===== config.mk =====
export PLATFORM = sky130hd
export DESIGN_NAME = wb_arbiter
export DESIGN_NICKNAME = d
export VERILOG_FILES = /design/src/rtl/wb_pkg.sv /design/src/rtl/wb_fifo.sv /design/src/rtl/wb_arbiter.sv
export SDC_FILE = /design/constraint.sdc
export NUM_CORES = 1
export LEC_CHECK = 0
export ABC_AREA = 1
export CAP_MARGIN = 20
export CELL_PAD_IN_SITES_DETAIL_PLACEMENT = 0
export CELL_PAD_IN_SITES_GLOBAL_PLACEMENT = 2
export CORE_MARGIN = 2
export CORE_UTILIZATION = 34
export CTS_CLUSTER_SIZE = 30
export DETAILED_ROUTE_END_ITERATION = 8
export HOLD_SLACK_MARGIN = 0.03
export PLACE_DENSITY_LB_ADDON = 0.2
export SETUP_SLACK_MARGIN = 0.15
export SYNTH_ARGS = -nofsm -noshare
export SYNTH_HDL_FRONTEND = slang
export SYNTH_SLANG_ARGS = --single-unit

===== constraint.sdc =====
create_clock -name clk -period 5.5 [get_ports clk]
set_input_delay 1.1 -clock clk [delete_from_list [all_inputs] [get_ports clk]]
set_output_delay 1.1 -clock clk [all_outputs]
set_load 0.02 [all_outputs]

===== src/rtl/wb_pkg.sv =====
// Shared types and constants for the writeback arbiter slice.
package wb_pkg;

   localparam int unsigned WB_ADDRESS_WIDTH = 5;
   localparam int unsigned WB_D_WIDTH       = 32;
   localparam int unsigned REG_X0           = 0;

   typedef struct packed {
      logic [WB_ADDRESS_WIDTH-1:0] rd;
      logic [WB_D_WIDTH-1:0]       data;
   } wb_req_t;

   typedef enum logic [1:0] {
      WB_NONE,
      WB_PIPE,
      WB_MD
   } wb_src_e;

endpackage


===== src/rtl/wb_fifo.sv =====
// Registered FIFO of writeback requests; an entry pushed into an empty FIFO
// becomes visible at the head one cycle later.
module wb_fifo
   import wb_pkg::*;
#(
   parameter type         T     = wb_req_t,
   parameter int unsigned DEPTH = 2
) (
   input  logic                     clk,
   input  logic                     rst,
   input  logic                     push_i,
   input  T                         data_i,
   input  logic                     pop_i,
   output T                         data_o,
   output logic                     full_o,
   output logic                     empty_o,
   output logic [$clog2(DEPTH):0]   count_o
);

   localparam int unsigned PW = $clog2(DEPTH);
   localparam int unsigned CW = PW + 1;

   T                mem_q [DEPTH];
   logic [PW-1:0]   wr_ptr_q, wr_ptr_d;
   logic [PW-1:0]   rd_ptr_q, rd_ptr_d;
   logic [CW-1:0]   count_q, count_d;
   logic            do_push, do_pop;

   assign full_o  = (count_q == CW'(DEPTH));
   assign empty_o = (count_q == '0);
   assign count_o = count_q;
   assign data_o  = mem_q[rd_ptr_q];

   assign do_push = push_i && !full_o;
   assign do_pop  = pop_i && !empty_o;

   // DEPTH is a power of two, so pointer wrap is plain overflow
   always_comb begin
      wr_ptr_d = wr_ptr_q;
      rd_ptr_d = rd_ptr_q;
      count_d  = count_q;
      if (do_push) wr_ptr_d = wr_ptr_q + PW'(1);
      if (do_pop)  rd_ptr_d = rd_ptr_q + PW'(1);
      unique case ({do_push, do_pop})
         2'b10:   count_d = count_q + CW'(1);
         2'b01:   count_d = count_q - CW'(1);
         default: count_d = count_q;
      endcase
   end

   always_ff @(posedge clk or posedge rst) begin
      if (rst) begin
         wr_ptr_q <= '0;
         rd_ptr_q <= '0;
         count_q  <= '0;
      end else begin
         wr_ptr_q <= wr_ptr_d;
         rd_ptr_q <= rd_ptr_d;
         count_q  <= count_d;
      end
   end

   always_ff @(posedge clk) begin
      if (do_push) mem_q[wr_ptr_q] <= data_i;
   end

endmodule


===== src/rtl/wb_arbiter.sv =====
// Writeback arbiter: merges pipeline and buffered mul/div results onto the
// register file write port and tracks pending mul/div destinations.
module wb_arbiter
   import wb_pkg::*;
#(
   parameter int unsigned D_WIDTH       = 32,
   parameter int unsigned ADDRESS_WIDTH = 5,
   parameter int unsigned BUF_DEPTH     = 2
) (
   input  logic                     clk,
   input  logic                     rst,
   input  logic                     pipe_valid,
   input  logic [ADDRESS_WIDTH-1:0] pipe_rd,
   input  logic [D_WIDTH-1:0]       pipe_data,
   input  logic                     md_valid,
   output logic                     md_ready,
   input  logic [ADDRESS_WIDTH-1:0] md_rd,
   input  logic [D_WIDTH-1:0]       md_data,
   input  logic                     issue_valid,
   input  logic [ADDRESS_WIDTH-1:0] issue_rd,
   input  logic [ADDRESS_WIDTH-1:0] rs1,
   input  logic [ADDRESS_WIDTH-1:0] rs2,
   output logic                     stall,
   output logic                     rf_wr_en,
   output logic [ADDRESS_WIDTH-1:0] rf_a3,
   output logic [D_WIDTH-1:0]       rf_din,
   output logic                     waw_err
);

   localparam int unsigned NREG = 2 ** ADDRESS_WIDTH;
   localparam int unsigned CW   = $clog2(BUF_DEPTH) + 1;
   localparam logic [ADDRESS_WIDTH-1:0] X0 = ADDRESS_WIDTH'(REG_X0);

   // Same layout as wb_req_t, sized by this instance's parameters
   typedef struct packed {
      logic [ADDRESS_WIDTH-1:0] rd;
      logic [D_WIDTH-1:0]       data;
   } req_t;

   req_t                     md_req, head;
   logic                     fifo_full, fifo_empty;
   logic [CW-1:0]            fifo_count;
   logic                     md_push, md_pop;
   wb_src_e                  sel;

   logic                     wr_en_q, wr_en_d;
   logic [ADDRESS_WIDTH-1:0] a3_q, a3_d;
   logic [D_WIDTH-1:0]       din_q, din_d;
   logic [NREG-1:0]          pend_q, pend_d;
   logic                     waw_q, waw_d;

   assign md_req   = '{rd: md_rd, data: md_data};
   assign md_ready = (fifo_count < CW'(BUF_DEPTH));
   assign md_push  = md_valid && !fifo_full;

   wb_fifo #(
      .T     (req_t),
      .DEPTH (BUF_DEPTH)
   ) u_fifo (
      .clk     (clk),
      .rst     (rst),
      .push_i  (md_push),
      .data_i  (md_req),
      .pop_i   (md_pop),
      .data_o  (head),
      .full_o  (fifo_full),
      .empty_o (fifo_empty),
      .count_o (fifo_count)
   );

   assign stall = ((rs1 != X0) && pend_q[rs1]) || ((rs2 != X0) && pend_q[rs2]);

   always_comb begin
      sel     = WB_NONE;
      wr_en_d = 1'b0;
      a3_d    = a3_q;
      din_d   = din_q;
      if (pipe_valid)       sel = WB_PIPE;
      else if (!fifo_empty) sel = WB_MD;
      md_pop = (sel == WB_MD);

      unique case (sel)
         WB_PIPE: begin
            a3_d    = pipe_rd;
            din_d   = pipe_data;
            wr_en_d = (pipe_rd != X0);
         end
         WB_MD: begin
            a3_d    = head.rd;
            din_d   = head.data;
            wr_en_d = (head.rd != X0);
         end
         default: ;
      endcase

      // Clear first so a same-cycle issue to the same index keeps it pending
      pend_d = pend_q;
      if (md_pop)      pend_d[head.rd]  = 1'b0;
      if (issue_valid) pend_d[issue_rd] = 1'b1;
      pend_d[0] = 1'b0;

      waw_d = waw_q | (pipe_valid && (pipe_rd != X0) && pend_q[pipe_rd]);
   end

   always_ff @(posedge clk or posedge rst) begin
      if (rst) begin
         wr_en_q <= 1'b0;
         a3_q    <= '0;
         din_q   <= '0;
         pend_q  <= '0;
         waw_q   <= 1'b0;
      end else begin
         wr_en_q <= wr_en_d;
         a3_q    <= a3_d;
         din_q   <= din_d;
         pend_q  <= pend_d;
         waw_q   <= waw_d;
      end
   end

   assign rf_wr_en = wr_en_q;
   assign rf_a3    = a3_q;
   assign rf_din   = din_q;
   assign waw_err  = waw_q;

endmodule


==> images/final_placement.png <==
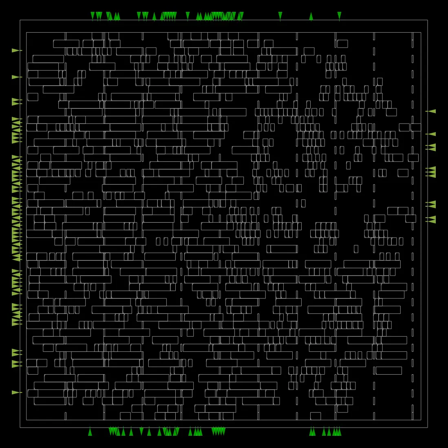
register fraction of the total cell area: 0.448
final standard cell count with taps included and fillers excluded: 1156

==> images/gate_families.png <==
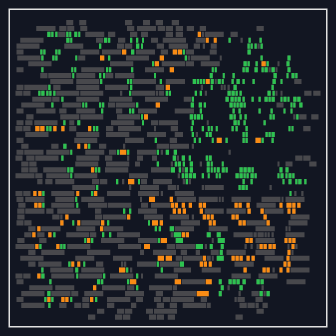
orange -> inverting AOI/OAI gates  # cells 128, most used o21ai_0
green -> NAND gates  # cells 348, most used nand2_1, where all over the die

==> images/clock_map.png <==
Scale bar: 50 um.
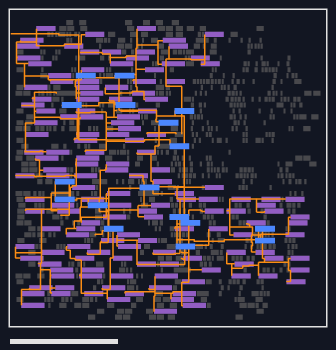
blue -> cells driving clock nets  # count 17
purple -> flip-flops  # count 148
orange -> clock wires  # length 2000 um
routed clock nets = 18
Clk pwr share: 0.255
Clk. pwr: 1.19 mW
post-route clock skew: 8.91 ps
clk latency late pin: 420 ps

[stage by stage]
step,instances,total power [mW]
after floorplan,745,2.73
after global placement,1123,3.46
after detailed placement,1123,3.48
after CTS,1155,4.68
after global routing,1156,4.93
final,1156,4.64
[worst max-delay path: cells and delay by family]
family / cells / cell delay, ps
buffers and inverters: 5 / 1840
and+or+nand+nor: 9 / 620
[power by group]
part	leakage (nW)	internal, mW	total [mW]	switching (mW)
logic	1.88	0.603	1.70	1.10
registers	1.56	1.56	1.76	0.199
clock network	0.294	0.682	1.19	0.503
total	3.73	2.85	4.64	1.80
[state kept, by name, indices dropped and copies added (netlist names)]
signal,count
u_fifo.rd_ptr_q,1
u_fifo.wr_ptr_q,1
u_fifo.mem_q,74
u_fifo.count_o,2
rf_din,32
waw_err,1
rf_a3,5
pend_q,31
rf_wr_en,1
==> impl_metrics.yaml <==
# synthesis and place-and-route metrics
drt:
  post_drt_wl_per_cell_um: 18.4
  dr.pass1.iters: 5
  drt.antenna.violating_nets: 0
  wl_um: 21300
cts:
  holdBufCountCts: 0
  cts_sinks: 148
  cts.root.buffer_cell: "sky130_fd_sc_hd__clkbuf_16"
  cts_max_path_buffers: 2
  clock_transition_time_at_the_flip_flop_clock_pins_of_the_worst_setup_and_hold_paths_ps: 70
  htree_num_levels: 4
floorplan:
  die.size.y_um: 146
  fp.coreArea_um2: 19600
  floorplan.core_util: 0.349
  row_count: 51
  die_area_um2: 21300
cells_and_area:
  layout.nonclk_buf_frac: 0.156
  non_clock_buffer_count: 142
  ff_latch_area_um2: 4070
  mostFrequentLayoutCells: "240 x sky130_fd_sc_hd__nand2_1, 134 x sky130_fd_sc_hd__clkdlybuf4s50_1, 98 x sky130_fd_sc_hd__nand3_1"
  final_nets: 973
critical_path:
  crit_type: "primary input to output pin"
  slowest_cp_cell: "sky130_fd_sc_hd__clkdlybuf4s50_1"
  critical_path.endpoint_type: "output pin"
  critPathCapture: "stall"
  crit-reg2reg-capture: "rf_wr_en"
  critical_path.most_common_cell: "sky130_fd_sc_hd__nand2_1"
  critical_path_peak_fanout: 17
  critical_path.max_stage_delay_ps: 810
  worst_r2r_path_depth: 9
yosys:
  ys_sh_aoi: 0.109
  yosys_warn_count: 0
  area_leaders: "sky130_fd_sc_hd__edfxtp_1 32%, sky130_fd_sc_hd__dfrtp_1 27%, sky130_fd_sc_hd__nand2_1 13%"
  mux_area_frac: 0.00329
  postSynth.asyncResetShare: 0.500
  fraction_of_the_yosys_area_taken_by_sequential_cells: 0.595
  synth.net_count: 840
  synth_cells: 745
  synth.cell_area_um2: 6850
  synth_xor_xnor_area_share: 0.00512
  synth_largest_type_area_fraction: 0.325
  synth.yosys.num_cells: 745
  synth.lib_cells_used.distinct: 35
  yosys-top-cells-count: "240 x sky130_fd_sc_hd__nand2_1, 98 x sky130_fd_sc_hd__nand3_1, 74 x sky130_fd_sc_hd__dfrtp_1, 74 x sky130_fd_sc_hd__edfxtp_1, 66 x sky130_fd_sc_hd__o21ai_0"
place:
  port_buffers: 134
  gp_congestion: 0.889
global_routing:
  gr_overflow_total: 0
  grt_first_pass_wirelength_um: 33600
run_status:
  status: "complete, no violations"
power:
  powerDensity_nw_per_um2: 511
sta:
  worst_slack_ps: 833
  max_freq_mhz: 214
job:
  tool_warnings: 26
No activity file was given, so power comes from the tool's default toggle rates.
